--- config.mk ---
export PLATFORM = sky130hd
export DESIGN_NAME = state_sequencer
export DESIGN_NICKNAME = d
export VERILOG_FILES = /design/src/rtl/state_sequencer_pkg.sv /design/src/rtl/state_sequencer_perf_counter.sv /design/src/rtl/state_sequencer.sv
export SDC_FILE = /design/constraint.sdc
export NUM_CORES = 1
export LEC_CHECK = 0
export ABC_AREA = 1
export CAP_MARGIN = 25
export CORE_UTILIZATION = 25
export CTS_BUF_LIST = sky130_fd_sc_hd__clkbuf_8 sky130_fd_sc_hd__clkbuf_16
export DETAILED_ROUTE_END_ITERATION = 8
export PLACE_DENSITY_LB_ADDON = 0.05
export REMOVE_ABC_BUFFERS = 1
export SLEW_MARGIN = 20
export SYNTH_ARGS = -nofsm -noshare
export SYNTH_HDL_FRONTEND = slang
export SYNTH_SLANG_ARGS = --single-unit
--- constraint.sdc ---
create_clock -name clk_i -period 1.4 [get_ports clk_i]
set_input_delay 0.28 -clock clk_i [delete_from_list [all_inputs] [get_ports clk_i]]
set_output_delay 0.28 -clock clk_i [all_outputs]
set_load 0.01 [all_outputs]
--- src/rtl/state_sequencer_pkg.sv ---
// Shared types for the multicycle CPU sequencer: state encoding and default halt address.
package codes;

    typedef enum logic [1:0] {
        FETCH = 2'd0,
        EXEC1 = 2'd1,
        EXEC2 = 2'd2,
        HALT  = 2'd3
    } state_t;

    localparam logic [31:0] HALT_ADDR_DEFAULT = 32'h0000_0000;

endpackage

--- src/rtl/state_sequencer_perf_counter.sv ---
// Free-running wrap-around event counter with enable; used for cycle/instruction statistics.
module perf_counter #(
    parameter int WIDTH = 32
) (
    input  logic             i_clk,
    input  logic             i_rst_n,
    input  logic             i_en,
    output logic [WIDTH-1:0] o_count
);

    logic [WIDTH-1:0] r_count;

    always_ff @(posedge i_clk or negedge i_rst_n) begin
        if (!i_rst_n) begin
            r_count <= '0;
        end else if (i_en) begin
            r_count <= r_count + WIDTH'(1);
        end
    end

    assign o_count = r_count;

endmodule

--- src/rtl/state_sequencer.sv ---
// Multicycle CPU state register FETCH->EXEC1->EXEC2 with memory/multdiv stalls and halt detect.
// Optional performance counters are enabled by defining SEQ_PERF_COUNTERS_EN.
module state_sequencer
    import codes::*;
#(
    parameter logic [31:0] HALT_ADDR = HALT_ADDR_DEFAULT
) (
    input  logic        clk_i,
    input  logic        rst_ni,
    input  logic        ram_read_en_i,
    input  logic        ram_write_en_i,
    input  logic        ram_waitrequest_i,
    input  logic        multdiv_busy_i,
    input  logic [31:0] pc_next_i,
    output state_t      state_o,
    output logic        stall_o,
    output logic        retire_o,
    output logic        active_o,
    output logic [31:0] cycle_count_o,
    output logic [31:0] instr_count_o
);

    state_t r_state;
    state_t w_state_next;
    logic   r_active;
    logic   w_stall;
    logic   w_retire;

    // NOTE: every output of this block gets a default first so no path can infer a latch.
    always_comb begin
        w_state_next = r_state;
        w_stall      = 1'b0;
        case (r_state)
            FETCH, EXEC1: begin
                w_stall = ram_read_en_i & ram_waitrequest_i;
                if (!w_stall) begin
                    w_state_next = (r_state == FETCH) ? EXEC1 : EXEC2;
                end
            end
            EXEC2: begin
                // A store wait and a busy multdiv overlap into one stall, not two.
                w_stall = (ram_write_en_i & ram_waitrequest_i) | multdiv_busy_i;
                if (!w_stall) begin
                    w_state_next = (pc_next_i == HALT_ADDR) ? HALT : FETCH;
                end
            end
            default: w_state_next = HALT;
        endcase
    end

    assign w_retire = (r_state == EXEC2) & ~w_stall;

    // NOTE: state is updated with non-blocking assignments so all flops sample pre-edge values.
    always_ff @(posedge clk_i or negedge rst_ni) begin
        if (!rst_ni) begin
            r_state  <= FETCH;
            r_active <= 1'b1;
        end else begin
            r_state  <= w_state_next;
            r_active <= (w_state_next != HALT);
        end
    end

    assign state_o  = r_state;
    assign stall_o  = w_stall;
    assign retire_o = w_retire;
    assign active_o = r_active;

`ifdef SEQ_PERF_COUNTERS_EN
    perf_counter #(.WIDTH(32)) u_cycle_counter (
        .i_clk   (clk_i),
        .i_rst_n (rst_ni),
        .i_en    (r_state != HALT),
        .o_count (cycle_count_o)
    );

    perf_counter #(.WIDTH(32)) u_instr_counter (
        .i_clk   (clk_i),
        .i_rst_n (rst_ni),
        .i_en    (w_retire),
        .o_count (instr_count_o)
    );
`else
    assign cycle_count_o = 32'd0;
    assign instr_count_o = 32'd0;
`endif

endmodule

==> metrics.cfg <==
[synthesis]
ff_type=dfrtp_1
area_leaders=buf_4 62%, nor2_1 8.7%, dfrtp_1 6.4%, nand2_1 5.3%, dfstp_2 3.4%
synth.mux.area_fraction=0
yosysTopAreaCell=buf_4
async_flop_share=1.00
numSynthFlops=3
ys_top_cells_by_count=64 x buf_4, 18 x nor2_1, 11 x nand2_1
yosysSeqAreaShare=0.0979
synth-xor-area-share=0.0112
top_area_frac=0.616
synthCells=115
ys_cells=115
netlist_area_um2=779
synth-edff-count=0
adder_share=0
synth_chip_area_um2=779

[power]
p_sw_mw=0.416
p_comb_frac=0.630
seqPwrFrac=0.146
p_total_mw=1.09
irDropWorstVdd_v=0.000382
p_leak_nw=0.592

[cells_and_area]
final_cell_mix=64 x conb_1, 33 x clkdlybuf4s50_1, 18 x nor2_1
num_antenna_cells=0
area_growth_pct=42.7
fin_cells=201
nNetsFinal=209
drive_above_1_share=0.159

[placement]
pre_cts_slack_ns=-0.503
dp.cells=193
io_buffers=42
dpl.hpwl_mm=1.16
gp_congestion=0.619

[clock_network]
cts_tree=yes
post-cts-setup-buffer-count=3
clkTransAtPathRegs_ns=0.03
root_buffer=clkbuf_8
hold_buffers=0
cts_htree_levels=1

[flow_run]
warning_count=25

[die]
core-area_um2=2850
die_area_um2=3350
io_pins=107
die_y_um=57.8
std_cell_rows=19
core_util_floorplan=0.273

[setup_path]
rrSetupSlack_ns=0.14
r2r_start=state_o[0]
path_depth=5
required_ns=1.12
path_cells=buf_4 > nor2_4 > nand2_2 > nand2_1 > buf_2
critical_path_class=reg2out
critical_path.max_fanout=2
r2r-end=active_o
startpoint=state_o[0]
critical_path.top_delay_family=flip-flops

[sta]
period_needed_ns=1.34
finalCritPeriodShare=0.954
setup_viol_count_final=0
finClkSkew_ns=0.00228
layout_setup_ws_ns=0.0646
hold_viol=0
timing.fmax_mhz=749
setup_tns_ns=0

[drt]
wl_mm=1.33
drc_errors=9
vias=669
drt_first_iter_violations=17
vias_per_cell=3.33

[grt]
grt_pass1_wl_mm=1.94
grt_max_degree=4
grt_pass1_vias=535
grt_overflow=0

[run_status]
outcome=complete, but fails checks
violations=design-rule violations

[worst_hold_path]
worst_hold_path_type=in2async

## cells by family (layout without fill, tap and decap cells)
| kind of cell | after synthesis | after routing |
|---|---|---|
| flops | 3 | 3 |
| buf+inv | 68 | 60 |
| xor+xnor | 1 | 1 |
| simple gates | 40 | 40 |
| other cells | 1 | 64 |
| compound gates | 2 | 2 |
## worst max-delay path by stage
stage / endpoint / slack, ns
global placement: retire_o / -0.48
global route: stall_o / -0.004
floorplan: retire_o / 0.35
detailed placement: retire_o / -0.50
CTS: stall_o / 0.02
finish: stall_o / 0.06
## layer usage
| metal | global-route usage | share of wire | up-vias |
|---|---|---|---|
| li1 | - | - | 331 |
| met1 | 0.0748 | 0.32 | 268 |
| met2 | 0.136 | 0.51 | 68 |
| met3 | 0.0134 | 0.16 | 2 |
| met4 | 0.0612 | 0.010 | 0 |
| met5 | 0 | 0 | - |
## cell type report
class | instances | area (um2)
repair buffers | 52 | 480
inverters | 4 | 15.0
fillers | 304 | 1740
clock buffers | 3 | 41.3
flip-flops and latches | 3 | 76.3
multi-input cells | 107 | 457
well taps | 31 | 38.8
clock inverters | 1 | 3.75
## power by group through the flow
stage | clock (mW) | combinational (mW) | sequential, mW
after global routing | 0.261 | 0.753 | 0.166
final | 0.244 | 0.685 | 0.159
after floorplan | 0 | 0.265 | 0.198
after CTS | 0.253 | 0.638 | 0.160
after detailed placement | 0 | 0.640 | 0.172
after global placement | 0 | 0.641 | 0.170
## state kept, by name (all words and copies together), names as in the netlist
signal    flops
state_o       2
active_o      1
## through the flow
stage,hold slack [ns],area (um2)
after global placement,0.469,1040
after detailed placement,0.478,1040
after floorplan,-0.0156,536
after global routing,0.256,1110
after CTS,0.249,1090
final,0.248,1110
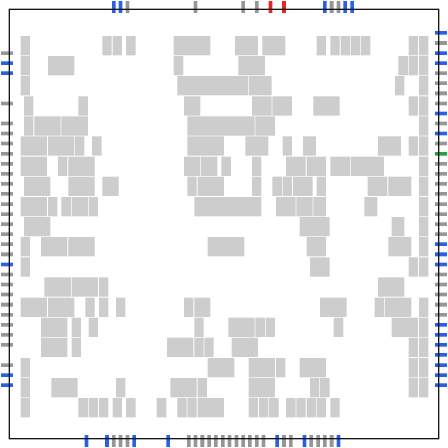
*Pin placement*
Pins as bars across the die edge, other pins in gray.
| port | color | pins | direction | edge |
|---|---|---|---|---|
| `cycle_count_o` | blue | 32 | output | 15 right, 7 bottom, 5 top, 5 left |
| `ram_waitrequest_i` | green | 1 | input | right |
| `state_o` | red | 2 | output | top |

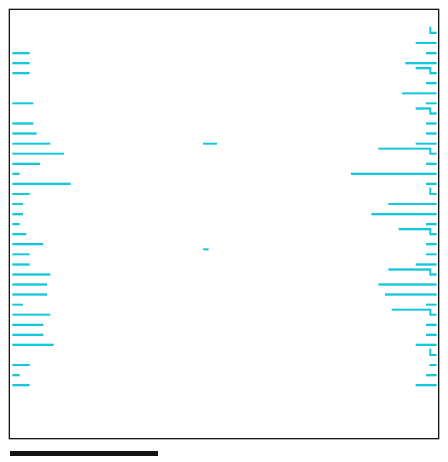
*Metal 3*
Bar = 20 um.
longest straight run: 11.3 um
share of all routed wire: 16%
main direction: horizontal

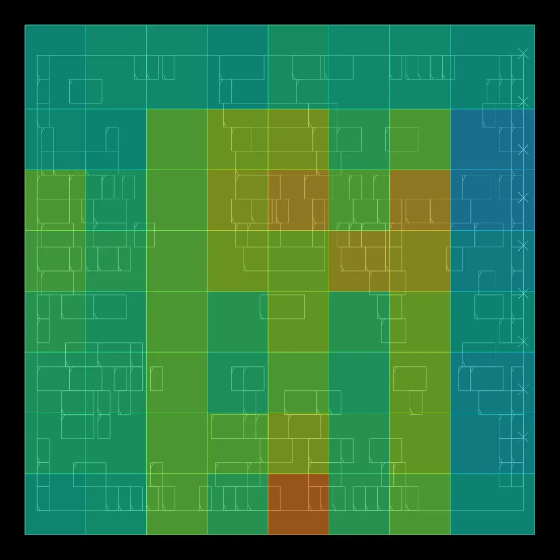
*Routing congestion*
total track usage: 0.0754
GR Layer Usage met2: 0.136
met1 usage: 0.0748
final core occ: 0.390

Power is estimated from default activity; no workload was simulated.
